**config.mk**
```make
export PLATFORM = sky130hd
export DESIGN_NAME = axis_frame_packetizer
export DESIGN_NICKNAME = d
export VERILOG_FILES = /design/src/rtl/dds_axis_pkg.sv /design/src/rtl/axis_skid_buffer.sv /design/src/rtl/axis_frame_packetizer.sv
export SDC_FILE = /design/constraint.sdc
export NUM_CORES = 1
export LEC_CHECK = 0
export CAP_MARGIN = 20
export CORE_UTILIZATION = 23
export DETAILED_ROUTE_END_ITERATION = 8
export GPL_TIMING_DRIVEN = 0
export MAX_ROUTING_LAYER = met4
export PLACE_DENSITY = 0.44
export SLEW_MARGIN = 25
export SYNTH_ARGS = -nofsm -noshare
export SYNTH_HDL_FRONTEND = slang
export SYNTH_SLANG_ARGS = --single-unit
```
**constraint.sdc**
```tcl
create_clock -name aclk -period 4.05 [get_ports aclk]
set_input_delay 1.215 -clock aclk [delete_from_list [all_inputs] [get_ports aclk]]
set_output_delay 1.215 -clock aclk [all_outputs]
set_load 0.01 [all_outputs]
```
**src/rtl/dds_axis_pkg.sv**
```systemverilog
// Shared definitions for the DDS sample-path AXI-Stream stages.
package dds_axis_pkg;

    // Default sample width: sign-extended DDS output word.
    localparam int DDS_DATA_W = 32;

    // Packetizer FSM encoding.
    localparam logic [1:0] ST_IDLE  = 2'd0;
    localparam logic [1:0] ST_RUN   = 2'd1;
    localparam logic [1:0] ST_FLUSH = 2'd2;

    // True when a beat at position cnt is the final beat of a len-beat frame.
    // len is never zero while a frame is in progress.
    function automatic logic beat_is_last(input logic [15:0] cnt, input logic [15:0] len);
        return (cnt == (len - 16'd1));
    endfunction

endpackage

```
**src/rtl/axis_skid_buffer.sv**
```systemverilog
// Two-entry AXI-Stream skid buffer: registered output stage plus one skid
// register. Upstream ready depends only on registers, so there is no
// combinational path from out_ready back to in_ready.
module axis_skid_buffer #(
    parameter int W = 33
) (
    input  logic         aclk,
    input  logic         aresetn,
    input  logic         in_allow,
    input  logic [W-1:0] in_data,
    input  logic         in_valid,
    output logic         in_ready,
    output logic [W-1:0] out_data,
    output logic         out_valid,
    input  logic         out_ready,
    output logic         empty
);

    logic [W-1:0] skid_data;
    logic         skid_valid;
    logic         in_fire;
    logic         out_load;

    assign in_ready = in_allow & ~skid_valid;
    assign in_fire  = in_valid & in_ready;
    // Output register may take a new beat when empty or being drained now.
    assign out_load = ~out_valid | out_ready;
    assign empty    = ~out_valid & ~skid_valid;

    // Output/skid register update; skid always drains first to keep ordering.
    always_ff @(posedge aclk or negedge aresetn) begin
        if (!aresetn) begin
            out_data   <= '0;
            out_valid  <= 1'b0;
            skid_data  <= '0;
            skid_valid <= 1'b0;
        end else if (out_load) begin
            if (skid_valid) begin
                // in_ready is low while skid is occupied, so no new beat here.
                out_data   <= skid_data;
                out_valid  <= 1'b1;
                skid_valid <= 1'b0;
            end else if (in_fire) begin
                out_data  <= in_data;
                out_valid <= 1'b1;
            end else begin
                out_valid <= 1'b0;
            end
        end else if (in_fire) begin
            // Output is held by downstream backpressure: park the beat.
            skid_data  <= in_data;
            skid_valid <= 1'b1;
        end
    end

endmodule

```
**src/rtl/axis_frame_packetizer.sv**
```systemverilog
// AXI-Stream framing stage: passes samples through unchanged and marks every
// len_q-th beat with TLAST. Software enable starts frames; dropping it lets
// the current frame finish and drain before returning to idle.
//
// state | meaning
// IDLE  | no frame open, upstream held off
// RUN   | accepting beats of the current frame
// FLUSH | final beat accepted, waiting for output stage to drain
module axis_frame_packetizer
    import dds_axis_pkg::*;
#(
    parameter int DATA_W = DDS_DATA_W,
    parameter int LEN_W  = 16
) (
    input  logic              aclk,
    input  logic              aresetn,
    input  logic              enable,
    input  logic [LEN_W-1:0]  frame_len,
    input  logic [DATA_W-1:0] s_axis_tdata,
    input  logic              s_axis_tvalid,
    output logic              s_axis_tready,
    output logic [DATA_W-1:0] m_axis_tdata,
    output logic              m_axis_tvalid,
    output logic              m_axis_tlast,
    input  logic              m_axis_tready,
    output logic              busy,
    output logic [31:0]       frame_count
);

    localparam logic [LEN_W-1:0] LEN_ONE = {{(LEN_W-1){1'b0}}, 1'b1};

    logic [1:0]       state;
    logic [LEN_W-1:0] len_q;
    logic [LEN_W-1:0] cnt;
    logic             accept;
    logic             beat_last;
    logic             start_ok;
    logic             buf_empty;
    logic [DATA_W:0]  buf_out;

    assign accept    = s_axis_tvalid & s_axis_tready;
    // cnt never exceeds len_q-1, so it cannot wrap even at the maximum length.
    assign beat_last = (cnt == (len_q - LEN_ONE));
    assign start_ok  = enable & (frame_len != '0);
    assign busy      = (state == ST_RUN) | (state == ST_FLUSH);

    // Frame sequencing: length latch, beat counter and state transitions.
    always_ff @(posedge aclk or negedge aresetn) begin
        if (!aresetn) begin
            state <= ST_IDLE;
            len_q <= '0;
            cnt   <= '0;
        end else begin
            case (state)
                ST_IDLE: begin
                    if (start_ok) begin
                        state <= ST_RUN;
                        len_q <= frame_len;
                        cnt   <= '0;
                    end
                end
                ST_RUN: begin
                    if (accept) begin
                        if (beat_last) begin
                            cnt <= '0;
                            if (start_ok) begin
                                len_q <= frame_len;
                            end else begin
                                state <= ST_FLUSH;
                            end
                        end else begin
                            cnt <= cnt + LEN_ONE;
                        end
                    end
                end
                ST_FLUSH: begin
                    if (buf_empty) begin
                        state <= ST_IDLE;
                    end
                end
                default: state <= ST_IDLE;
            endcase
        end
    end

    // Completed frames are counted when the last beat leaves, not when it enters.
    always_ff @(posedge aclk or negedge aresetn) begin
        if (!aresetn) begin
            frame_count <= '0;
        end else if (m_axis_tvalid & m_axis_tready & m_axis_tlast) begin
            frame_count <= frame_count + 32'd1;
        end
    end

    axis_skid_buffer #(
        .W (DATA_W + 1)
    ) u_skid (
        .aclk      (aclk),
        .aresetn   (aresetn),
        .in_allow  (state == ST_RUN),
        .in_data   ({beat_last, s_axis_tdata}),
        .in_valid  (s_axis_tvalid),
        .in_ready  (s_axis_tready),
        .out_data  (buf_out),
        .out_valid (m_axis_tvalid),
        .out_ready (m_axis_tready),
        .empty     (buf_empty)
    );

    assign m_axis_tdata = buf_out[DATA_W-1:0];
    assign m_axis_tlast = buf_out[DATA_W];

endmodule

```
Fig. 1: drive-strength map
Scale: 3 px per um.
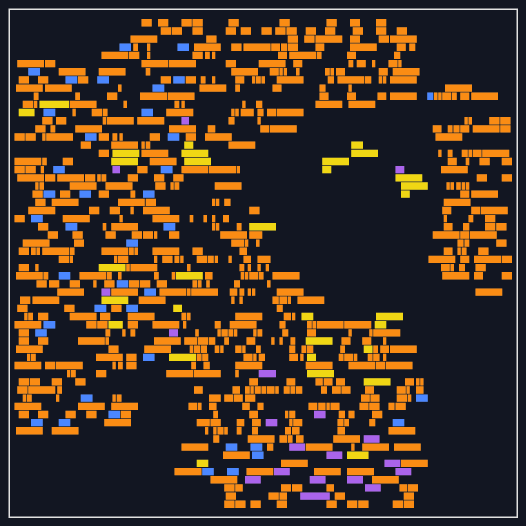
- drive 6 and up: yellow (cells 31)
- drive 1 or less: orange (cells 639)
- drive 2: blue (cells 40)
- drive 3 to 4: purple (cells 19)
area growth from synthesis to final layout: 35.7%
final critical-path setup slack: 0.345 ns
Repair and plain buffers: 144

Fig. 2: register map, names as in the netlist
Scale: 2 px per um. Other sequential cells in the stronger gray, the rest of the logic in the fainter gray.
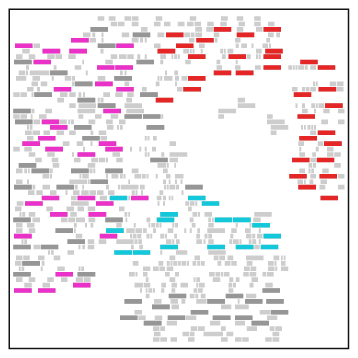
- cnt: cyan (sequential cells 16)
- u_skid.skid_data: magenta (sequential cells 33)
- frame_count: red (sequential cells 32)
total area of sequential cells: 3350 sq um
flop share of the area: 0.386
Post-Route Utilization: 0.321

==> impl_metrics.tcl <==
# place-and-route summary
set metrics [dict create \
    run_status "complete, no violations" \
    post_synth_num_cell_types 49 \
    timing.final.max_slew_violations 0 \
    yosys_area_sq_um 6400 \
    clock_skew_ns 0.0169 \
    max-clock-path-buffers 2 \
    met3WireLength_um 1380 \
    required_ns 4.39 \
    cts.sink_count 134 \
    wl_um 16200 \
    worst_hold_startpoint "frame_count[31]$_DFFE_PN0P_" \
    ir_drop_mv 0.343 \
    cts_tree "done" \
    drv_cap 0 \
    number_of_cts_inserted_buffers 17 \
    hold_path.class "reg2reg" \
    hold-path-endpoint "frame_count[31]$_DFFE_PN0P_" \
    timing.critical_path.max_delay_family "AND-OR/OR-AND gates" \
    max_slew_margin 0.461 \
    grt_pass1_wl_um 26800 \
    critical_path.cell_chain "clkdlybuf4s50_1, or4_1, o41ai_4, nand2_1, o21ai_0, clkbuf_1, a21oi_1, nor2_1" \
    met1_length_um 7450 \
    critPathMaxStageDelay_ns 0.60 \
    setup-tns-final_ns 0 \
    number_of_setup_violations_in_the_final_report 0 \
    setup.worst_path.start_class "input pin" \
    globalRouteTotalUtil 0.125 \
    syn_area_per_cell_sq_um 11.1 \
    detail-route-antenna-nets 0 \
    unrepaired_setup_endpoints_after_global_routing "no" \
    cts_max_level 4 \
    ys_cells 576 \
    synth.top_cells.by_count "sky130_fd_sc_hd__dfrtp_1, sky130_fd_sc_hd__nor2_1, sky130_fd_sc_hd__nand2_1, sky130_fd_sc_hd__mux2_2, sky130_fd_sc_hd__mux2i_1" \
    antenna_violations_before_repair 1 \
    hold_buffers 0 \
    drtIter0Drc 162 \
    path_clk_slew_ns 0.06 \
    grt.overflow.total 0 \
    pin_count_of_the_biggest_net_entering_global_routing 80 \
    via_count_of_the_first_global_routing_pass 4851 \
    stage_log_warnings 28 \
    reg2reg_setup_slack_ns 0.45 \
    placed_cells 1069 \
    cts_root_buffer "sky130_fd_sc_hd__clkbuf_16" \
    core-area_sq_um 27100 \
    detailed_place.area_sq_um 8110 \
    synth_dominant_cell_count "sky130_fd_sc_hd__dfrtp_1" \
    ys_dominant_reg_cell "sky130_fd_sc_hd__dfrtp_1" \
    worst_slew_pin_slew_ns 0.808 \
    synth-async-reset-ratio 1.00 \
    lay_top_cells "sky130_fd_sc_hd__dfrtp_1, sky130_fd_sc_hd__clkdlybuf4s50_1, sky130_fd_sc_hd__nor2_1, sky130_fd_sc_hd__nand2_1, sky130_fd_sc_hd__mux2_2" \
    enable_flop_cells 0 \
    cp_slowest_cell "sky130_fd_sc_hd__or4_1" \
    fa_ha_area_frac 0.0117 \
    die_w_um 169 \
    fin_cells 1102 \
    topRoutingLayerUsed "met4" \
    hold_viol_final 0 \
    die_height_um 169 \
    crit_buf_inv 2 \
    crit_path_end "cnt[4]$_DFFE_PN0P_" \
    netlist_instances 576 \
    rr_endpoint "cnt[4]$_DFFE_PN0P_" \
    worst_r2r_path_depth 9 \
    synth.yosys.seq_area_share 0.524 \
    synth.cellmix.simpleShare 0.151 \
    fin_crit_ns 3.71 \
    routed-via-count 4699 \
    rows 60 \
    registers_with_the_most_flip_flops "u_skid.out_data x33, u_skid.skid_data x33, frame_count x32" \
    timing.fmax_ghz 0.270 \
    fillers 2804 \
    yosys-mux-area-fraction 0.150 \
    routedWlPerCell_um 14.7 \
    aoi_share 0.0649 \
    crit_path_start "frame_len[10]" \
    post_synth_instance_area_sq_um 6400 \
    post-route-drc-count 0 \
    power.total_mw 5.61 \
    synth.ff_latch_count 134 \
    worst_hold_slack_ns 0.472 \
    gp_congestion 0.745 \
    synth-xor-area-share 0.0753 \
    critPathCaptureType "flop" \
    cts.repair.resized 0 \
    numPortBuffers 120 \
    synth_area_leader_cell "sky130_fd_sc_hd__dfrtp_1" \
    synthTopCellsByArea "sky130_fd_sc_hd__dfrtp_1, sky130_fd_sc_hd__mux2_2, sky130_fd_sc_hd__mux2i_1, sky130_fd_sc_hd__xnor2_1, sky130_fd_sc_hd__nor2_1" \
    layout.cells.most_common "sky130_fd_sc_hd__dfrtp_1" \
    stdcell_area_sq_um 8690 \
    drt_first_pass_iters 4 \
    pwr_density_cell_nw_per_um2 645 \
    logic_family "simple AND/OR/NAND/NOR gates" \
    ios 121 \
    dp_worst_setup_slack_ns -0.301 \
    worstSetupPathType "in2reg" \
    avgViaCountPerCell 4.26 \
    nNetsFinal 775 \
    path_depth 8 \
    worstPathMaxFanout 10 \
    floorplanUtilization 0.236 \
    worst_ep_arrival_time_ns 4.05 \
    hpwl_after_dpl_um 11300 \
    share_of_yosys_cell_area_claimed_by_the_top_area_cell_type 0.524 \
    final_period_util 0.915 \
    r2r_start "len_q[3]$_DFFE_PN0P_" \
    met2_wirelength_um 7170 \
    synth.net_count 635 \
    die_area_sq_um 28500 \
    drive_gt1_frac 0.123 \
    hold-path-cell-count 1 \
    yosys_warnings 0 \
    leakage_nw 3.49 \
    clock.latency.late_pin_ns 0.43 \
    cts_setup_buffers 0 \
]
Fig. 3: close-up of the layout
Window x 72 to 97, y 72 to 97 um. Cells in gray, sequential cells in the stronger gray; small squares are vias.
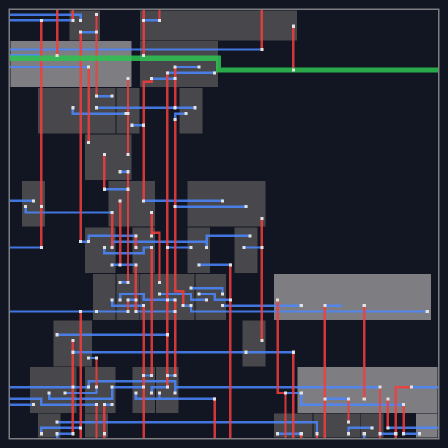
- met1: blue
- met3: green
- met2: red
- netlist names of flops here include: state (2), cnt (1)
- sequential cells in the window: 3
- cells with their middle in the window: 32
- most frequent: nand2_1 (6)

layout make-up:
type	instances	area, sq um	area share
Antenna cell	1	2.50	0.000288
Buffer	23	110	0.0127
Clock buffer	18	439	0.0505
Clock inverter	14	128	0.0147
Inverter	10	37.5	0.00432
Multi-Input combinational cell	409	2920	0.336
Sequential cell	134	3350	0.386
Tap cell	372	465	0.0536
Timing Repair Buffer	121	1230	0.142
power by group:
part,internal (mW),total [mW],switching [mW]
Sequential,1.80,2.16,0.367
Combinational,1.03,1.93,0.906
Clock,0.827,1.51,0.682
Total,3.65,5.61,1.96
layer usage:
| metal | up-vias | GRT usage |
|---|---|---|
| met2 | 101 | 0.184 |
| met1 | 2272 | 0.154 |
| met4 | 0 | 0.0368 |
| met5 | - | - |
| li1 | 2314 | - |
| met3 | 12 | 0.0533 |
Power figures rest on the tool's default switching activity, not on a simulated workload.
